run_1/flops_by_reg.png
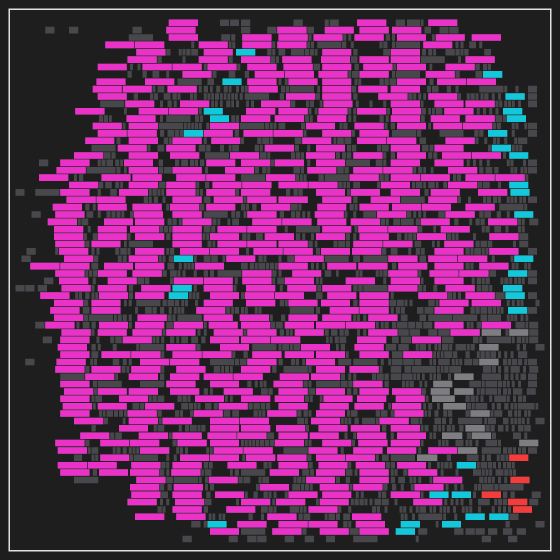
run_1/logic_types.png
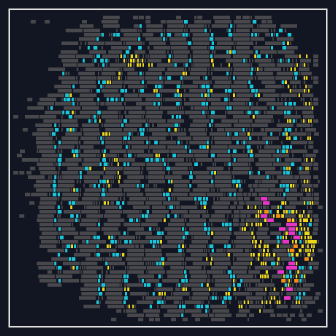
run_1/clk_routes.png
The bar under the picture is 50 um long.
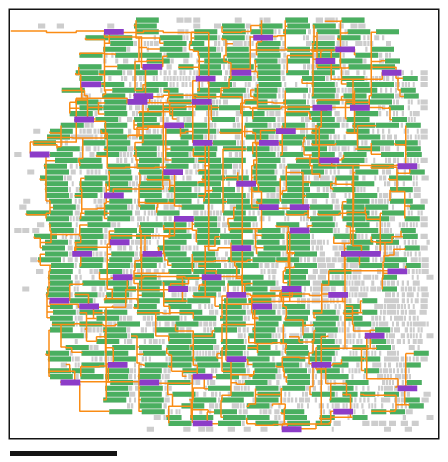
Design axis_pkt_fifo_flat, sky130hd; sources not shown.
==> datasheet_impl.txt, run 1 <==
Summary of implementation characteristics

Parameter                              Value

Status
  Status .................. complete, no violations

Worst setup path
  Maximum fanout encountered on the critical timing path .................. 35
  Slowest-stage cell, CP .................. sky130_fd_sc_hd__clkinv_1
  CP Cell Sequence .................. clkinv_1 > nand3_1 > nand3_1 > nand2_1 > nand3_1 > inv_2 > ha_1 > inv_1 > fa_1 > inv_1 > nand2_1 > nand2_1 > a21oi_1 > nor2_1 > nor2_1 > nand2_1 > o21ai_0 > nor2_1
  Crit path capture type .................. register
  Library cell appearing most often on the critical path .................. sky130_fd_sc_hd__nand2_1

Floorplan
  Placeable core region .................. 37800 um^2
  Well Taps .................. just over 500
  Die X .................. 199 um
  Count of pins on the block boundary .................. 83
  Init Core Util .................. 62.2%

Finish
  Share of layout cells above drive strength 1 .................. between 6 and 7%
  Number of non-clock buffers in the layout .................. 104
  Highest-count cells in the layout ignoring fill and taps .................. sky130_fd_sc_hd__edfxtp_1 (528), sky130_fd_sc_hd__nor2_1 (461), sky130_fd_sc_hd__o21ai_0 (210), sky130_fd_sc_hd__nand2_1 (162), sky130_fd_sc_hd__o211ai_1 (128)
  Clock network contribution to total cell area .................. 6.69%
  Max-area cell class .................. flip-flops and latches

Global routing
  Pin count of the biggest net entering global routing .................. 130
  Total GRT Usage .................. between 20% and 30%

Synthesis
  Ranking of synthesized cells by area .................. sky130_fd_sc_hd__edfxtp_1 (68%), sky130_fd_sc_hd__nor2_1 (7.6%), sky130_fd_sc_hd__dfxtp_1 (4.6%)
  Commonest register cell after synthesis .................. sky130_fd_sc_hd__edfxtp_1
  Unique masters post-synth .................. 28
  Post-synthesis cell area .................. 23500 um^2
  Post-synth top area share .................. 67.5%
  Average footprint of a synthesized cell .................. 11.9 um^2
  XOR/XNOR Fraction of Synth Area .................. 0.298%

Power and ir drop
  Part of the power in registers .................. 42.5%
  P_int .................. 6.22 mW
  Power drawn by the sequential cells .................. approximately 4.0 mW
  Power per Cell Area .................. 356 nW/um^2
  Group drawing the most power .................. registers
  IR Drop Worst-Case VDD .................. 0.207 mV

STA
  Summed negative setup slack over all endpoints .................. 0 ns
  Smallest setup slack after layout .................. 2.79 ns
  Total setup violations reported at the end of the flow .................. 0

Clock tree
  Setup repair bufs after CTS .................. 0
  # resized after CTS .................. 0

Place
  Worst slack at placement .................. 2.87 ns

Detailed routing
  TritonRoute pass-1 iters .................. 5
Notes on flops_by_reg.png above:
| name in the netlist | color | placed flops |
|---|---|---|
| u_core.pkt_count | red | 5 |
| u_core.mem | magenta | 528 |
| u_core.m_axis.tdata | cyan | 32 |
not colored: 17
area taken by flip-flops and latches: 16900 um^2
post-layout utilization of the core: 69.9%

Notes on logic_types.png above:
| family | color | cells | most used |
|---|---|---|---|
| adder and majority cells | magenta | 15 | ha_1 |
| NAND gates | yellow | 266 | nand2_1 |
| inverting AOI/OAI gates | cyan | 411 | o21ai_0 |
| XOR/XNOR gates | orange | 8 | xor2_1 |
most common logic cell in the routed design: sky130_fd_sc_hd__edfxtp_1
multi-input combinational area share: 21.7%
non-filler cells in the finished layout: 2564

Notes on clk_routes.png above:
[flip-flops] green | count: 582
[clock drivers] purple | count: 56
[clock wires] orange | length: 5870 um
routed clock nets: 57
clock-net power: 2.80 mW
clock insertion delay at the later pin of the skew report: 0.60 ns
relative contribution of the clock network to total power: 29.8%

--- run 2 (diff from run 1) ---
--- a/config.mk
+++ b/config.mk
@@ -7,11 +7,11 @@
 export LEC_CHECK = 0
 export ABC_AREA = 1
 export CORE_MARGIN = 1.5
-export CORE_UTILIZATION = 61
+export CORE_UTILIZATION = 55
 export DETAILED_ROUTE_END_ITERATION = 16
 export GPL_ROUTABILITY_DRIVEN = 0
 export GPL_TIMING_DRIVEN = 1
-export PLACE_DENSITY = 0.8
+export PLACE_DENSITY = 0.76
 export SYNTH_ARGS = -nofsm -noshare
 export SYNTH_HDL_FRONTEND = slang
 export SYNTH_SLANG_ARGS = --single-unit
==> constraint.sdc (replaced) <==
create_clock -name clk -period 3.7 [get_ports clk]
set_clock_uncertainty 0.2 [all_clocks]
set_input_delay 0.37 -clock clk [delete_from_list [all_inputs] [get_ports clk]]
set_output_delay 0.37 -clock clk [all_outputs]
set_load 0.05 [all_outputs]
run_2/logic_types.png
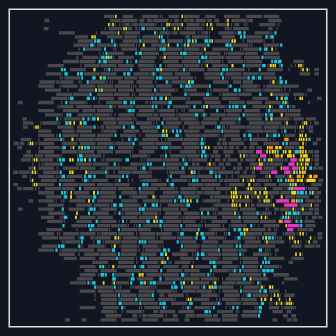
| family | color | cells | most used | where |
|---|---|---|---|---|
| adder and majority cells | magenta | 15 | ha_1 | east |
| XOR/XNOR gates | orange | 8 | xor2_1 | east |
| inverting AOI/OAI gates | cyan | 411 | o21ai_0 | widely spread |
| NAND gates | yellow | 266 | nand2_1 | widely spread |
non-filler cells in the finished layout: 2620
multi-input combinational area share: 21.6%

==> run 2 against run 1 <==
Compared with the run above:
- fmax is 27% higher
- sequential share of layout area is 1.2 points lower
- die area is 11% higher
==> datasheet_impl.txt, run 2 <==
Summary of implementation characteristics

Parameter                              Value

Status
  Status .................. complete, no violations

Floorplan
  Placeable core region .................. 42000 um^2 (+11%)
  Count of pins on the block boundary .................. 83 (unchanged)
  Die X .................. 210 um (+5.2%)
  Well Taps .................. 539 (+5.5%)
  Init Core Util .................. 55.8% (-6.3 points)
  Area of the die .................. 43900 um^2

Power and ir drop
  Relative contribution of the clock network to total power .................. 30.8% (+1.0 points)
  P_int .................. 12.4 mW (+99%)
  Switching share of power .................. 33.7%
  Leak pwr .................. 9.17 nW
  Net switching power .................. between 6 and 7 mW
  Power drawn by the sequential cells .................. 7.59 mW (+90%)
  Power per Cell Area .................. 694 nW/um^2 (+95%)
  IR Drop Worst-Case VDD .................. 0.903 mV (+340%)
  Clock-net power .................. 5.74 mW (+110%)
  Part of the power in registers .................. 40.7% (-1.8 points)
  Group drawing the most power .................. registers

Synthesis
  Commonest register cell after synthesis .................. sky130_fd_sc_hd__edfxtp_1
  Ranking of synthesized cells by area .................. sky130_fd_sc_hd__edfxtp_1 (68%), sky130_fd_sc_hd__nor2_1 (7.6%), sky130_fd_sc_hd__dfxtp_1 (4.6%)
  Unique masters post-synth .................. 28 (unchanged)
  Average footprint of a synthesized cell .................. 11.9 um^2 (unchanged)
  Portion of the post-synthesis area used by sequential elements .................. 72.1%
  XOR/XNOR Fraction of Synth Area .................. 0.298% (unchanged)
  Post-synthesis cell area .................. 23500 um^2 (unchanged)
  Post-synth top area share .................. 67.5% (unchanged)

Global routing
  Total GRT Usage .................. 25.2% (-1.6 points)
  Number of antenna violations at the first check in global routing .................. 0
  Pin count of the biggest net entering global routing .................. 177 (+36%)

Worst setup path
  Maximum fanout encountered on the critical timing path .................. 5 (-86%)
  Setup slack of the most critical reg-to-reg path .................. 0.24 ns
  Worst R2R Path Depth .................. 22
  Slowest-stage cell, CP .................. sky130_fd_sc_hd__fa_2
  CP Cell Sequence .................. inv_2 > ha_1 > inv_1 > fa_2 > inv_1 > nand2_1 > nor2_4 > nand3_2 > nand3_1 > inv_2 > nand2_1 > ha_4 > inv_2 > fa_2 > inv_1 > nand2_1 > nand2_1 > a21oi_2 > nor2_1 > nor2_1 > a21oi_1 > nor2_1
  Crit path capture type .................. register

Finish
  Number of non-clock buffers in the layout .................. 129 (+24%)
  Post-layout utilization of the core .................. 63.9% (-5.9 points)
  Max-area cell class .................. flip-flops and latches
  Share of layout cells above drive strength 1 .................. 8.31% (+1.6 points)
  Most common logic cell in the routed design .................. sky130_fd_sc_hd__edfxtp_1
  Area taken by flip-flops and latches .................. 16900 um^2 (about the same)
  Count of clock buffers in the final design .................. 73
  Clock network contribution to total cell area .................. 6.94% (+0.25 points)
  Highest-count cells in the layout ignoring fill and taps .................. sky130_fd_sc_hd__edfxtp_1 (528), sky130_fd_sc_hd__nor2_1 (461), sky130_fd_sc_hd__o21ai_0 (209), sky130_fd_sc_hd__nand2_1 (162), sky130_fd_sc_hd__o211ai_1 (128)

Place
  Count of placed standard cells including taps .................. ~2500
  Worst slack at placement .................. -0.0780 ns (-2.95 ns)

Clock tree
  # resized after CTS .................. 4 (+4)
  Clock insertion delay at the later pin of the skew report .................. 0.62 ns (+0.02 ns)
  Clock tree from TritonCTS .................. built

Detailed routing
  TritonRoute pass-1 iters .................. 7 (+2)

STA
  Smallest setup slack after layout .................. 0.244 ns (-2.55 ns)
  Transition time at the pin with the least slew margin .................. between 1 and 1.5 ns
  Total setup violations reported at the end of the flow .................. 0 (unchanged)
  Summed negative setup slack over all endpoints .................. 0 ns (unchanged)
Power is estimated from default activity; no workload was simulated.
